### Supply network

Scale bar: 10 um. Pins as bars on the die edge. Tap cells in gray.
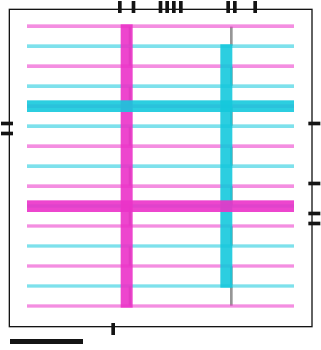
### Placement by cell class

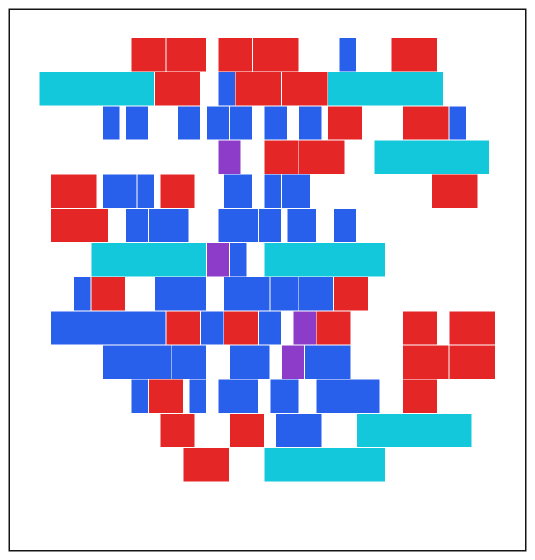
--- config.mk ---
export PLATFORM = sky130hd
export DESIGN_NAME = mod_n_updown_counter
export DESIGN_NICKNAME = d
export VERILOG_FILES = /design/src/rtl/mod_n_updown_counter.sv
export SDC_FILE = /design/constraint.sdc
export NUM_CORES = 1
export LEC_CHECK = 0
export CAP_MARGIN = 30
export CORE_AREA = 2 2 39 41
export CTS_BUF_LIST = sky130_fd_sc_hd__clkbuf_2
export DETAILED_ROUTE_END_ITERATION = 8
export DIE_AREA = 0 0 41 43
export GPL_ROUTABILITY_DRIVEN = 0
export PLACE_DENSITY = 0.62
export SLEW_MARGIN = 40
export SYNTH_ARGS = -nofsm -noshare
export SYNTH_HDL_FRONTEND = slang
export SYNTH_SLANG_ARGS = --single-unit
--- constraint.sdc ---
create_clock -name clock -period 1.7 [get_ports clock]
set_clock_uncertainty 0.2 [all_clocks]
set_input_delay 0.255 -clock clock [delete_from_list [all_inputs] [get_ports clock]]
set_output_delay 0.255 -clock clock [all_outputs]
set_load 0.01 [all_outputs]
--- src/rtl/mod_n_updown_counter.sv ---
//-----------------------------------------------------------------------------
// mod_n_updown_counter
//
// Purpose:
//   Modulo-N up/down counter with a synchronous parallel load. The count range
//   is 0..MODULUS-1. Out-of-range loads are rejected and flagged. Wrap events
//   in either direction are flagged with one-cycle pulses. All outputs are
//   registered. An asynchronous reset clears the count and the pulses at once.
//
// Parameters:
//   WIDTH        - counter and data bus width in bits (>= 1)
//   MODULUS      - number of count states, 2 .. 2**WIDTH
//   STEP_UP_ONLY - 1: ignore mode and always count up
//
// Ports:
//   clock    in   1      sole clock; all state updates happen on posedge
//   rst      in   1      asynchronous active-high reset
//   load     in   1      synchronous parallel load request (highest priority)
//   datain   in   WIDTH  load value
//   mode     in   1      direction: 1 = up, 0 = down
//   enable   in   1      count enable; 0 holds the count
//   dataout  out  WIDTH  current count, registered
//   carry    out  1      one-cycle pulse on the up-wrap MODULUS-1 -> 0
//   borrow   out  1      one-cycle pulse on the down-wrap 0 -> MODULUS-1
//   load_err out  1      one-cycle pulse on a rejected out-of-range load
//-----------------------------------------------------------------------------
module mod_n_updown_counter #(
    parameter int WIDTH        = 4,
    parameter int MODULUS      = 12,
    parameter bit STEP_UP_ONLY = 1'b0
) (
    input  logic             clock,
    input  logic             rst,
    input  logic             load,
    input  logic [WIDTH-1:0] datain,
    input  logic             mode,
    input  logic             enable,
    output logic [WIDTH-1:0] dataout,
    output logic             carry,
    output logic             borrow,
    output logic             load_err
);

    //-------------------------------------------------------------------------
    // Parameter sanity. A 64-bit shift keeps the upper bound meaningful even
    // for wide counters where 2**WIDTH would overflow a 32-bit int.
    //-------------------------------------------------------------------------
    generate
        if (WIDTH < 1) begin : g_bad_width
            $error("mod_n_updown_counter: WIDTH must be at least 1");
        end
        if (MODULUS < 2) begin : g_bad_mod_low
            $error("mod_n_updown_counter: MODULUS must be at least 2");
        end
        if (64'(MODULUS) > (64'd1 << WIDTH)) begin : g_bad_mod_high
            $error("mod_n_updown_counter: MODULUS must not exceed 2**WIDTH");
        end
    endgenerate

    //-------------------------------------------------------------------------
    // Constants
    //-------------------------------------------------------------------------
    // Terminal count, exactly representable in WIDTH bits.
    localparam logic [WIDTH-1:0] MAX_VAL = WIDTH'(MODULUS - 1);
    // MODULUS itself may equal 2**WIDTH, so the range check uses one extra bit.
    localparam logic [WIDTH:0]   MOD_EXT = (WIDTH + 1)'(MODULUS);

    //-------------------------------------------------------------------------
    // State
    //-------------------------------------------------------------------------
    logic [WIDTH-1:0] r_count;
    logic             r_carry;
    logic             r_borrow;
    logic             r_load_err;

    //-------------------------------------------------------------------------
    // Decode of the current state and the sampled inputs
    //-------------------------------------------------------------------------
    logic             w_load_ok;
    logic             w_dir_up;
    logic             w_at_max;
    logic             w_at_zero;
    logic [WIDTH-1:0] w_inc;
    logic [WIDTH-1:0] w_dec;

    // With MODULUS == 2**WIDTH every datain is in range, so this folds to 1
    // and load_err can never assert.
    assign w_load_ok = ({1'b0, datain} < MOD_EXT);

    assign w_dir_up  = STEP_UP_ONLY ? 1'b1 : mode;
    assign w_at_max  = (r_count == MAX_VAL);
    assign w_at_zero = (r_count == '0);

    // Plain WIDTH-bit increment/decrement. They are only selected away from
    // the boundaries, so their natural wrap is never observed.
    assign w_inc = r_count + WIDTH'(1);
    assign w_dec = r_count - WIDTH'(1);

    //-------------------------------------------------------------------------
    // Next-state selection: load > enable > hold
    //-------------------------------------------------------------------------
    logic [WIDTH-1:0] w_count_next;
    logic             w_carry_next;
    logic             w_borrow_next;
    logic             w_load_err_next;

    always_comb begin
        w_count_next    = r_count;
        w_carry_next    = 1'b0;
        w_borrow_next   = 1'b0;
        w_load_err_next = 1'b0;

        if (load) begin
            // A rejected load still consumes the edge: no count happens even
            // with enable high.
            if (w_load_ok) begin
                w_count_next = datain;
            end else begin
                w_load_err_next = 1'b1;
            end
        end else if (enable) begin
            if (w_dir_up) begin
                if (w_at_max) begin
                    w_count_next = '0;
                    w_carry_next = 1'b1;
                end else begin
                    w_count_next = w_inc;
                end
            end else begin
                if (w_at_zero) begin
                    w_count_next  = MAX_VAL;
                    w_borrow_next = 1'b1;
                end else begin
                    w_count_next = w_dec;
                end
            end
        end
    end

    //-------------------------------------------------------------------------
    // Registers. Reset is asynchronous so the outputs clear as soon as rst
    // rises, discarding whatever update was pending for the next edge.
    //-------------------------------------------------------------------------
    always_ff @(posedge clock or posedge rst) begin
        if (rst) begin
            r_count    <= '0;
            r_carry    <= 1'b0;
            r_borrow   <= 1'b0;
            r_load_err <= 1'b0;
        end else begin
            r_count    <= w_count_next;
            r_carry    <= w_carry_next;
            r_borrow   <= w_borrow_next;
            r_load_err <= w_load_err_next;
        end
    end

    //-------------------------------------------------------------------------
    // Outputs
    //-------------------------------------------------------------------------
    assign dataout  = r_count;
    assign carry    = r_carry;
    assign borrow   = r_borrow;
    assign load_err = r_load_err;

endmodule

==> impl_metrics.env <==
# source this file to load flow results
export IMPL_status="finished clean"
export IMPL_critPathArrivalTime_ns=1.62
export IMPL_numPortBuffers=15
export IMPL_drive_gt1_share_pct=35.8
export IMPL_critPathBufInv=0
export IMPL_detailedRoute_firstIterationViolations=15
export IMPL_grt_first_pass_wirelength_um=1820
export IMPL_startpoint_of_the_most_critical_register_to_register_path="dataout[0]"
export IMPL_post_place_ws_ns=-0.0613
export IMPL_synth_distinct_cells=26
export IMPL_synthesis_yosys_warnings=0
export IMPL_via_count_of_the_first_global_routing_pass=427
export IMPL_floorplan_core_area_sq_um=1380
export IMPL_tightest_slew_ns=0.456
export IMPL_critPathLaunch="dataout[0]"
export IMPL_grt_overflow=0
export IMPL_worstHoldPathType="in2async"
export IMPL_areaGrowthSynthToFinish_pct=71.7
export IMPL_vdd_ir_drop_max_mv=0.457
export IMPL_post_drt_via_cell_ratio=4.92
export IMPL_final_number_of_setup_violating_endpoints=0
export IMPL_fp_dieW_um=41
export IMPL_firstDrtPassIters=4
export IMPL_clock_sinks=7
export IMPL_dominant_logic_cell_types_in_the_final_layout="15 x sky130_fd_sc_hd__buf_4, 13 x sky130_fd_sc_hd__clkdlybuf4s50_1, 5 x sky130_fd_sc_hd__dfrtp_1"
export IMPL_finalCriticalPeriod_ns=1.67
export IMPL_wl_um=1130
export IMPL_grt_setup_unrepaired="true"
export IMPL_static_leakage_uw=0.000359
export IMPL_r2r_end="dataout[2]"
export IMPL_cts_tree="done"
export IMPL_r2r_slack_ns=0.03
export IMPL_worst_setup_path_endpoint="dataout[2]"
export IMPL_cts_hold_buffers=0
export IMPL_warnings=28
export IMPL_timing_final_ws_setup_ns=0.0346
export IMPL_boundaryPins=16
export IMPL_crit_required_ns=1.65
export IMPL_ys_chip_area_sq_um=442
export IMPL_path_clk_slew_ns=0.09
export IMPL_cp_cell_sequence="ha_2 -> or3b_1 -> o21ai_1 -> nand3_1 -> a32oi_1"
export IMPL_slowest_delay_ns=0.43
export IMPL_start_kind="flop"
export IMPL_clk_latency_ns=0.24
export IMPL_drt_drc_violations_left=0
export IMPL_worstPathMaxFanout=4
export IMPL_ff2ff_path_depth=5
## Picture notes: 'Supply network'
color	net
cyan	VDD
magenta	VSS
rows	14
met5 straps	2
tap cells	16
met4 straps	2
met1 rails	15

## Picture notes: 'Placement by cell class'
color	class	cells	share of their area
purple	clock drivers and dummy loads	4	2.7%
red	other buffers and delay cells	30	36%
blue	all other logic	40	37%
cyan	flops	7	24%

==> routing by layer <==
metal	GRT usage, %	routed length [um]
met5	0	0
met4	8.00	20
met3	4.71	65
met2	22.2	558
met1	20.5	481
==> through the flow <==
stage | utilization, % | area, sq um | TNS (ns)
global placement | 48.7 | 674 | -0.0221
CTS | 51.2 | 708 | 0
detailed placement | 48.7 | 674 | -0.0635
finish | 54.8 | 758 | 0
floorplan | - | 442 | 0
global route | 54.8 | 758 | -0.0613
==> power breakdown <==
| group | leakage, uW | internal (uW) | switching [uW] | total [uW] |
|---|---|---|---|---|
| Clock | 0.0000166 | 62.5 | 72.3 | 135 |
| Sequential | 0.0000862 | 186 | 20.9 | 207 |
| Combinational | 0.000256 | 173 | 116 | 289 |
| Total | 0.000359 | 422 | 209 | 631 |
==> cell usage after synthesis <==
library cell               n  area [sq um]
sky130_fd_sc_hd__nand3b_1  1          7.51
sky130_fd_sc_hd__a31oi_1   2          12.5
sky130_fd_sc_hd__nand3_1   3          15.0
sky130_fd_sc_hd__dfrtp_1   7           175
sky130_fd_sc_hd__a32oi_1   1          8.76
sky130_fd_sc_hd__ha_1      2          25.0
sky130_fd_sc_hd__o22ai_1   1          6.26
sky130_fd_sc_hd__inv_1     6          22.5
sky130_fd_sc_hd__o21ai_0   2          10.0
sky130_fd_sc_hd__clkbuf_2  1          5.00
sky130_fd_sc_hd__nor3_1    2          10.0
sky130_fd_sc_hd__xnor2_1   1          8.76
sky130_fd_sc_hd__or3b_1    1          8.76
sky130_fd_sc_hd__nor2_1    2          7.51
sky130_fd_sc_hd__and3b_2   1          10.0
sky130_fd_sc_hd__nand2_1   2          7.51
sky130_fd_sc_hd__xor2_1    1          8.76
sky130_fd_sc_hd__o21bai_1  1          7.51
sky130_fd_sc_hd__a211oi_1  1          7.51
sky130_fd_sc_hd__or3_1     1          6.26
sky130_fd_sc_hd__and4_2    1          10.0
sky130_fd_sc_hd__nor2b_1   1          6.26
sky130_fd_sc_hd__a311o_2   1          11.3
sky130_fd_sc_hd__mux2i_1   1          10.0
sky130_fd_sc_hd__nor2b_4   1          13.8
sky130_fd_sc_hd__a21oi_1   4          20.0
==> cell families (layout without fill, tap and decap cells) <==
| group | Yosys count | count (layout) | share of synthesized area, % |
|---|---|---|---|
| adder cells (fa/ha/maj) | 2 | 2 | 5.66 |
| AND/OR/NAND/NOR | 16 | 16 | 23.2 |
| flip-flops | 7 | 7 | 39.7 |
| buffers and inverters | 7 | 40 | 6.23 |
| AND-OR/OR-AND | 13 | 13 | 19.0 |
| multiplexers | 1 | 1 | 2.27 |
| XOR/XNOR | 2 | 2 | 3.97 |
==> state kept, by name (all words and copies together), names as in the netlist <==
| name | cells |
|---|---|
| borrow | 1 |
| carry | 1 |
| dataout | 4 |
| load_err | 1 |
==> cell type report <==
| class | count | area [sq um] |
|---|---|---|
| clock buffer | 4 | 20.0 |
| fill | 135 | 626 |
| inverter | 6 | 22.5 |
| multi-input combinational | 34 | 254 |
| sequential | 7 | 178 |
| tap | 16 | 20.0 |
| timing repair buffer | 30 | 264 |
Power is estimated from default activity; no workload was simulated.
